==> src/rtl/spi_master.sv <==
// spi_master: transmit-only SPI master with a free-running divided sclk and active-low cs framing.
//   clk  : system clock; all logic is on its rising edge
//   rst  : asynchronous, active-high reset
//   newd : one-clk strobe requesting one frame; din is captured on the same edge
//   din  : DATA_W-bit parallel word to transmit
//   sclk : free-running serial clock, period 2*CLK_DIV clk cycles, low in reset
//   cs   : chip select, active low, low for exactly DATA_W sclk periods per frame
//   mosi : serial data, updated on sclk rise events, 0 outside a frame
// Build option: define SPI_MSB_FIRST_EN to shift MSB first; default is LSB first.
module spi_master #(
    parameter int DATA_W  = 12,
    parameter int CLK_DIV = 10
) (
    input  logic              clk,
    input  logic              rst,
    input  logic              newd,
    input  logic [DATA_W-1:0] din,
    output logic              sclk,
    output logic              cs,
    output logic              mosi
);
    localparam int CW = $clog2(DATA_W + 1);
    typedef enum logic [1:0] {IDLE = 2'b00, SEND = 2'b01, DONE = 2'b10} state_t;
    state_t            state_q, state_d;
    logic [7:0]        div_q, div_d;
    logic              sclk_q, sclk_d, cs_q, cs_d, mosi_q, mosi_d, pending_q, pending_d;
    logic [DATA_W-1:0] shift_q, shift_d, shift_adv;
    logic [CW-1:0]     bit_q, bit_d;
    logic              wrap, rise, out_bit;
    assign wrap = div_q == 8'(CLK_DIV - 1);
    // The FSM only moves on the sclk 0->1 toggle, so mosi changes a half period before the slave's falling-edge sample.
    assign rise = wrap && !sclk_q;
    // The outgoing bit is always at one end of the shift register, which then advances toward it.
`ifdef SPI_MSB_FIRST_EN
    assign out_bit   = shift_q[DATA_W-1];
    assign shift_adv = shift_q << 1;
`else
    assign out_bit   = shift_q[0];
    assign shift_adv = shift_q >> 1;
`endif
    always_comb begin
        div_d     = wrap ? 8'd0 : div_q + 8'd1;
        sclk_d    = wrap ? ~sclk_q : sclk_q;
        state_d   = state_q;
        cs_d      = cs_q;
        mosi_d    = mosi_q;
        pending_d = pending_q;
        shift_d   = shift_q;
        bit_d     = bit_q;
        if (state_q == IDLE && !pending_q && newd) begin
            shift_d   = din;
            pending_d = 1'b1;
        end
        case (state_q)
            IDLE: begin
                cs_d   = 1'b1;
                mosi_d = 1'b0;
                if (rise && pending_q) begin
                    cs_d      = 1'b0;
                    mosi_d    = out_bit;
                    shift_d   = shift_adv;
                    bit_d     = CW'(1);
                    pending_d = 1'b0;
                    state_d   = SEND;
                end
            end
            SEND: begin
                if (rise) begin
                    if (bit_q < CW'(DATA_W)) begin
                        mosi_d  = out_bit;
                        shift_d = shift_adv;
                        bit_d   = bit_q + 1'b1;
                    end else begin
                        cs_d    = 1'b1;
                        mosi_d  = 1'b0;
                        state_d = DONE;
                    end
                end
            end
            DONE: begin
                if (rise) begin
                    bit_d   = '0;
                    state_d = IDLE;
                end
            end
            default: begin
                cs_d    = 1'b1;
                mosi_d  = 1'b0;
                bit_d   = '0;
                state_d = IDLE;
            end
        endcase
    end
    always_ff @(posedge clk or posedge rst) begin
        if (rst) begin
            state_q   <= IDLE;
            div_q     <= '0;
            sclk_q    <= 1'b0;
            cs_q      <= 1'b1;
            mosi_q    <= 1'b0;
            pending_q <= 1'b0;
            shift_q   <= '0;
            bit_q     <= '0;
        end else begin
            state_q   <= state_d;
            div_q     <= div_d;
            sclk_q    <= sclk_d;
            cs_q      <= cs_d;
            mosi_q    <= mosi_d;
            pending_q <= pending_d;
            shift_q   <= shift_d;
            bit_q     <= bit_d;
        end
    end
    assign sclk = sclk_q;
    assign cs   = cs_q;
    assign mosi = mosi_q;
endmodule

==> config.mk <==
export PLATFORM = sky130hd
export DESIGN_NAME = spi_master
export DESIGN_NICKNAME = d
export VERILOG_FILES = /design/src/rtl/spi_master.sv
export SDC_FILE = /design/constraint.sdc
export NUM_CORES = 1
export LEC_CHECK = 0
export CORE_MARGIN = 2
export CORE_UTILIZATION = 47
export DETAILED_ROUTE_END_ITERATION = 7
export PLACE_DENSITY = 0.69
export SYNTH_ARGS = -nofsm -noshare
export SYNTH_HDL_FRONTEND = slang
export SYNTH_SLANG_ARGS = --single-unit
==> constraint.sdc <==
create_clock -name clk -period 3.6 [get_ports clk]
set_clock_uncertainty 0.15 [all_clocks]
set_input_delay 0.54 -clock clk [delete_from_list [all_inputs] [get_ports clk]]
set_output_delay 0.54 -clock clk [all_outputs]
set_load 0.02 [all_outputs]
### Clock wiring as the flow saved it, run 1

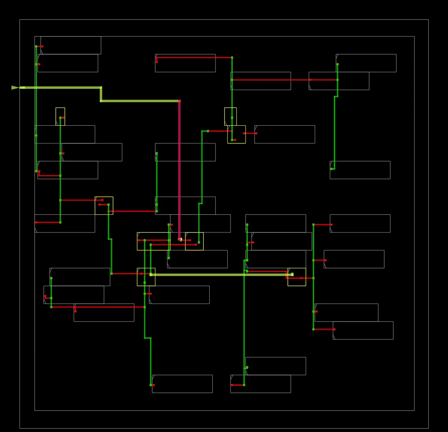
clkbuf count: 7
Worst-Skew Late Latency: 320 ps

### Routed clock nets over the placement, run 1

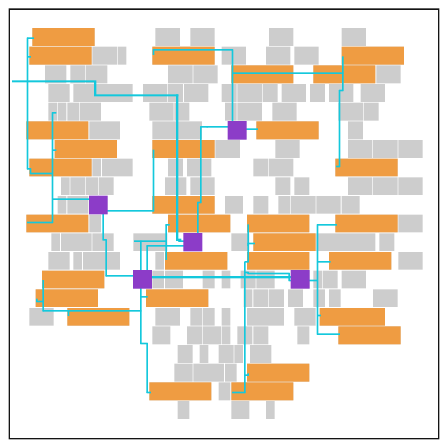
legend:
  purple:
    item: clock drivers
    count: 5
  orange:
    item: flip-flops
    count: 30
  cyan:
    item: clock wires
    length: 371 um
routed clock nets: 6
clock power share: 0.361
Clock net power: 204 uW

==> flow_summary.yaml, run 1 <==
# implementation run metrics
logic_synthesis:
  synth_area_sq_um: 1600
  synthesis.nets: 160
  topCellsByArea: "dfrtp_1, mux2i_1, nand2b_1"
  synthArstFlopShare: 1.00
  yosysChipArea_sq_um: 1600
  synth-seq-area-share: 0.469
outcome:
  outcome: "finished, final reports clean"
final_layout:
  layout-drive-gt1-share: 0.104
  n_antenna_cell: 0
  fin_nets: 180
  instances_no_fill: 209
worst_setup_path:
  crit_family: "buffers and inverters"
  start_kind: "flop"
routing:
  drtIter0Drc: 51
  wirelength_um: 2870
die:
  die_w_um: 62.4
worst_hold_path:
  hold_class: "reg2reg"
global_route:
  met1_usage: 0.211
  grt_usage: 0.169
  grt_pass1_wl_um: 5180
  grt_use_met2: 0.278
placement:
  dp_hpwl_um: 2040
  place.port_buffers: 17
cts:
  cts_buffer_depth: 2
power_and_ir_drop:
  powerDensity_nw_per_um2: 303
  p_leak_nw: 0.760
### Placement by cell class, run 1

The bar under the picture is 20 um long.
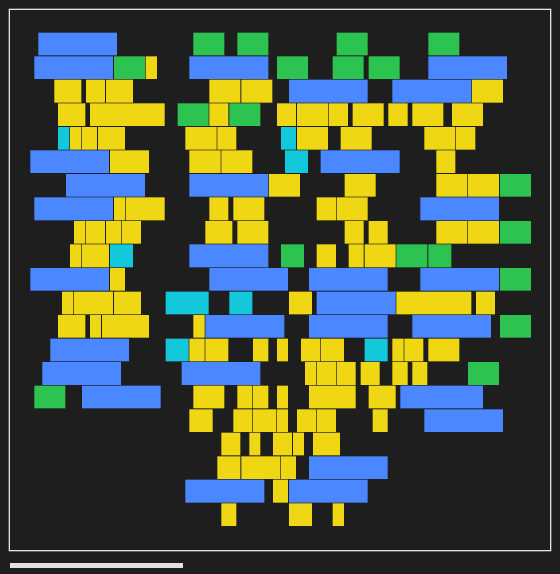
legend:
  blue:
    class: sequential cells
    cells: 30
    share_of_their_area: 42%
  green:
    class: remaining buffers and delay cells
    cells: 19
    share_of_their_area: 10%
  cyan:
    class: clock drivers and dummy loads
    cells: 8
    share_of_their_area: 3.3%
  yellow:
    class: combinational and other logic
    cells: 106
    share_of_their_area: 45%
Seq/total area: 0.403
Post-Layout Inst Area: 1870 sq um
FP Rows: 21
Core ar.: 3310 sq um

==> run 1: kinds of logic after synthesis <==
kind of cell / after synthesis / synth area share
simple gates: 49 / 0.202
flops: 30 / 0.469
mux: 24 / 0.150
compound gates: 19 / 0.0827
buf+inv: 10 / 0.0351
xor+xnor: 7 / 0.0382
fa+ha+maj: 3 / 0.0234
==> run 1: area by class of cell <==
class / count / area, sq um
repair buffers: 19 / 185
flip-flops and latches: 30 / 752
fillers: 314 / 1450
multi-input cells: 102 / 796
clock buffers: 7 / 55.1
inverters: 4 / 15.0
clock inverters: 1 / 5.00
well taps: 46 / 57.6
==> run 1: cell usage in the layout, fill, tap and decap left out, types with 2 or more instances in the layout <==
cell / count
nand3_1: 5
nor2b_1: 2
o21ai_0: 4
nor2_1: 7
ha_1: 3
clkdlybuf4s50_1: 17
mux2i_1: 24
nor4b_4: 2
clkbuf_4: 5
nand2b_1: 14
nand2_1: 5
or3_1: 2
and3_1: 2
xnor2_1: 4
dfrtp_1: 29
xor2_1: 3
buf_4: 2
a21oi_1: 4
inv_1: 4
==> run 1: sequential cells by signal (all words and copies together) (netlist names) <==
| signal | count |
|---|---|
| shift_q | 12 |
| div_q | 8 |
| bit_q | 4 |
| state_q | 2 |
| cs | 1 |
| mosi | 1 |
| pending_q | 1 |
| sclk | 1 |
==> run 1: power by group <==
part	switching, mW	internal, mW
Sequential	0.000307	0.337
Clock	0.110	0.0946
Combinational	0.00914	0.0151
==> run 1: worst paths after layout <==
check | startpoint | to | slack [ps] | cells past startpoint
setup reg to reg | state_q[0] | shift_q[8] | 1680 | 4
setup / recovery | cs | cs | 1440 | 1
min in group asynchronous | rst | div_q[5] | 500 | 2
max in group asynchronous | rst | bit_q[1] | 2160 | 3
hold / removal | mosi | mosi | 350 | 1
hold reg to reg | mosi | mosi | 350 | 1
## Run 2: what changed since run 1
--- a/config.mk
+++ b/config.mk
@@ -8,7 +8,7 @@
 export CORE_MARGIN = 2
 export CORE_UTILIZATION = 47
 export DETAILED_ROUTE_END_ITERATION = 7
-export PLACE_DENSITY = 0.69
+export PLACE_DENSITY = 0.71
 export SYNTH_ARGS = -nofsm -noshare
 export SYNTH_HDL_FRONTEND = slang
 export SYNTH_SLANG_ARGS = --single-unit
==> constraint.sdc (replaced) <==
create_clock -name clk -period 1.9 [get_ports clk]
set_clock_uncertainty 0.15 [all_clocks]
set_input_delay 0.285 -clock clk [delete_from_list [all_inputs] [get_ports clk]]
set_output_delay 0.285 -clock clk [all_outputs]
set_load 0.02 [all_outputs]
==> run 2 against run 1 <==
  * Via count up 2.6%
  * Utilization is 2.2 points higher
  * Clock power is 140% higher
  * Clock-buffer cell count is the same
  * First-iteration DRC count fell by 3.9%
  * Sequential share of layout area fell by 1.5 points
  * Sequential cell count is the same
  * Synthesized cell count unchanged
  * Die size is the same
  * Sequential power increased by 89%
  * Highest routed layer unchanged
==> flow_summary.yaml, run 2 <==
# implementation run metrics
outcome:
  outcome: "finished, final reports clean"
final_layout:
  inverters: 4
  clockBufferCount: 7
  sh_comb_area: 0.419
  top_regs: "shift_q (12), div_q (8), bit_q (4)"
  fin_nets: 184
  layout-drive-gt1-share: 0.132
  clock_area_frac: 0.0387
  fillers: 302
  layout_top_cell: "dfrtp_1"
  nonClkBufAreaFrac: 0.117
power_and_ir_drop:
  combPwrFrac: 0.039
  switching_power_uw: 230
  p_leak_nw: 0.794
  clockPowerShare: 0.417
logic_synthesis:
  synth-seq-area-share: 0.469
  synthArstFlopShare: 1.00
  yosysChipArea_sq_um: 1600
  synthesis.nets: 160
worst_setup_path:
  reg2regPathDepth: 6
  start_kind: "flop"
  rrSetupSlack_ps: 120
routing:
  wirelength_um: 3010
worst_hold_path:
  hold_class: "in2async"
==> run 2: cell counts after synthesis <==
No cell type changed its count.
==> run 2: power by group through the flow <==
stage | logic, mW | registers (mW) | clock network (mW)
after detailed placement | 0.0479 | 0.652 | 0
after global placement | 0.0464 | 0.652 | 0
final | 0.0461 | 0.640 | 0.491
after CTS | 0.0480 | 0.640 | 0.505
after global routing | 0.0516 | 0.640 | 0.541
after floorplan | 0.0123 | 0.652 | 0
==> run 2: worst max path at each step <==
stage | cells after the start | startpoint | to
6_report | 1 | sclk | sclk
5_1_grt | 6 | div_q[1] | state_q[1]
4_1_cts | 6 | div_q[1] | shift_q[8]
3_5_place_dp | 6 | div_q[1] | shift_q[8]
3_3_place_gp | 6 | div_q[1] | shift_q[7]
2_1_floorplan | 7 | div_q[1] | mosi
==> run 2: per-stage QoR <==
stage,setup WS [ps],instance area (sq um),instances,total power [mW]
after floorplan,255,1600,142,0.664
after global placement,108,1850,205,0.699
after detailed placement,30.7,1850,205,0.700
after CTS,7.01,1920,213,1.19
after global routing,-44.6,1940,213,1.23
final,113,1940,213,1.18
==> run 2: kinds of logic after synthesis <==
logic type / after synthesis / share of synthesized area
flip-flops: 30 / 0.469
AND/OR/NAND/NOR: 49 / 0.202
buffers and inverters: 10 / 0.0351
AND-OR/OR-AND: 19 / 0.0827
multiplexers: 24 / 0.150
adder cells (fa/ha/maj): 3 / 0.0234
XOR/XNOR: 7 / 0.0382
==> run 2: timing repair <==
item / CTS / global route
gates cloned: 0 / 0
resized: 1 / 4
hold buffers: 0 / 0
endpoints found under the setup margin: 1 / 12
### Clock wiring as the flow saved it, run 2

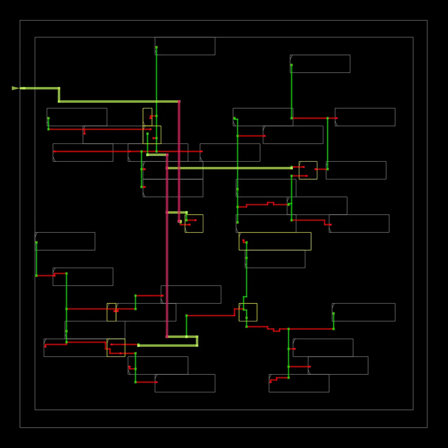
clock net sink count: 30
total CTS buffers: 5
flip-flops: 30
Clock net power: 491 uW

### Placement by cell class, run 2

The bar under the picture is 20 um long.
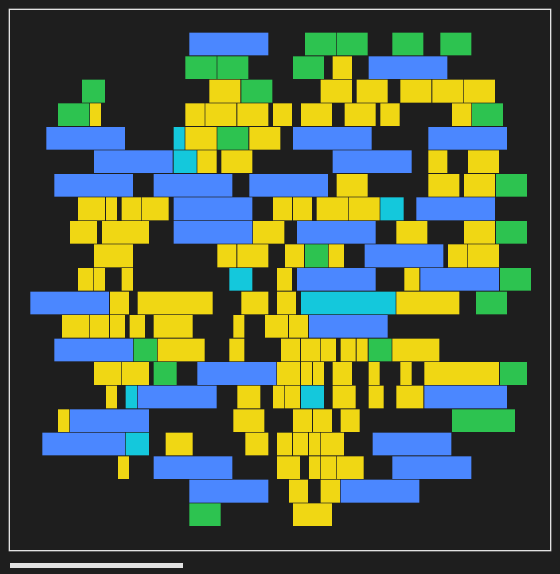
legend:
  cyan:
    class: clock drivers and dummy loads
    cells: 8
    share_of_their_area: 4.0%
  green:
    class: remaining buffers and delay cells
    cells: 23
    share_of_their_area: 12%
  blue:
    class: sequential cells
    cells: 30
    share_of_their_area: 40%
  yellow:
    class: combinational and other logic
    cells: 106
    share_of_their_area: 44%
Post-Layout Inst Area: 1940 sq um
fin util: 0.586
Seq/total area: 0.388

Power is estimated from default activity; no workload was simulated.
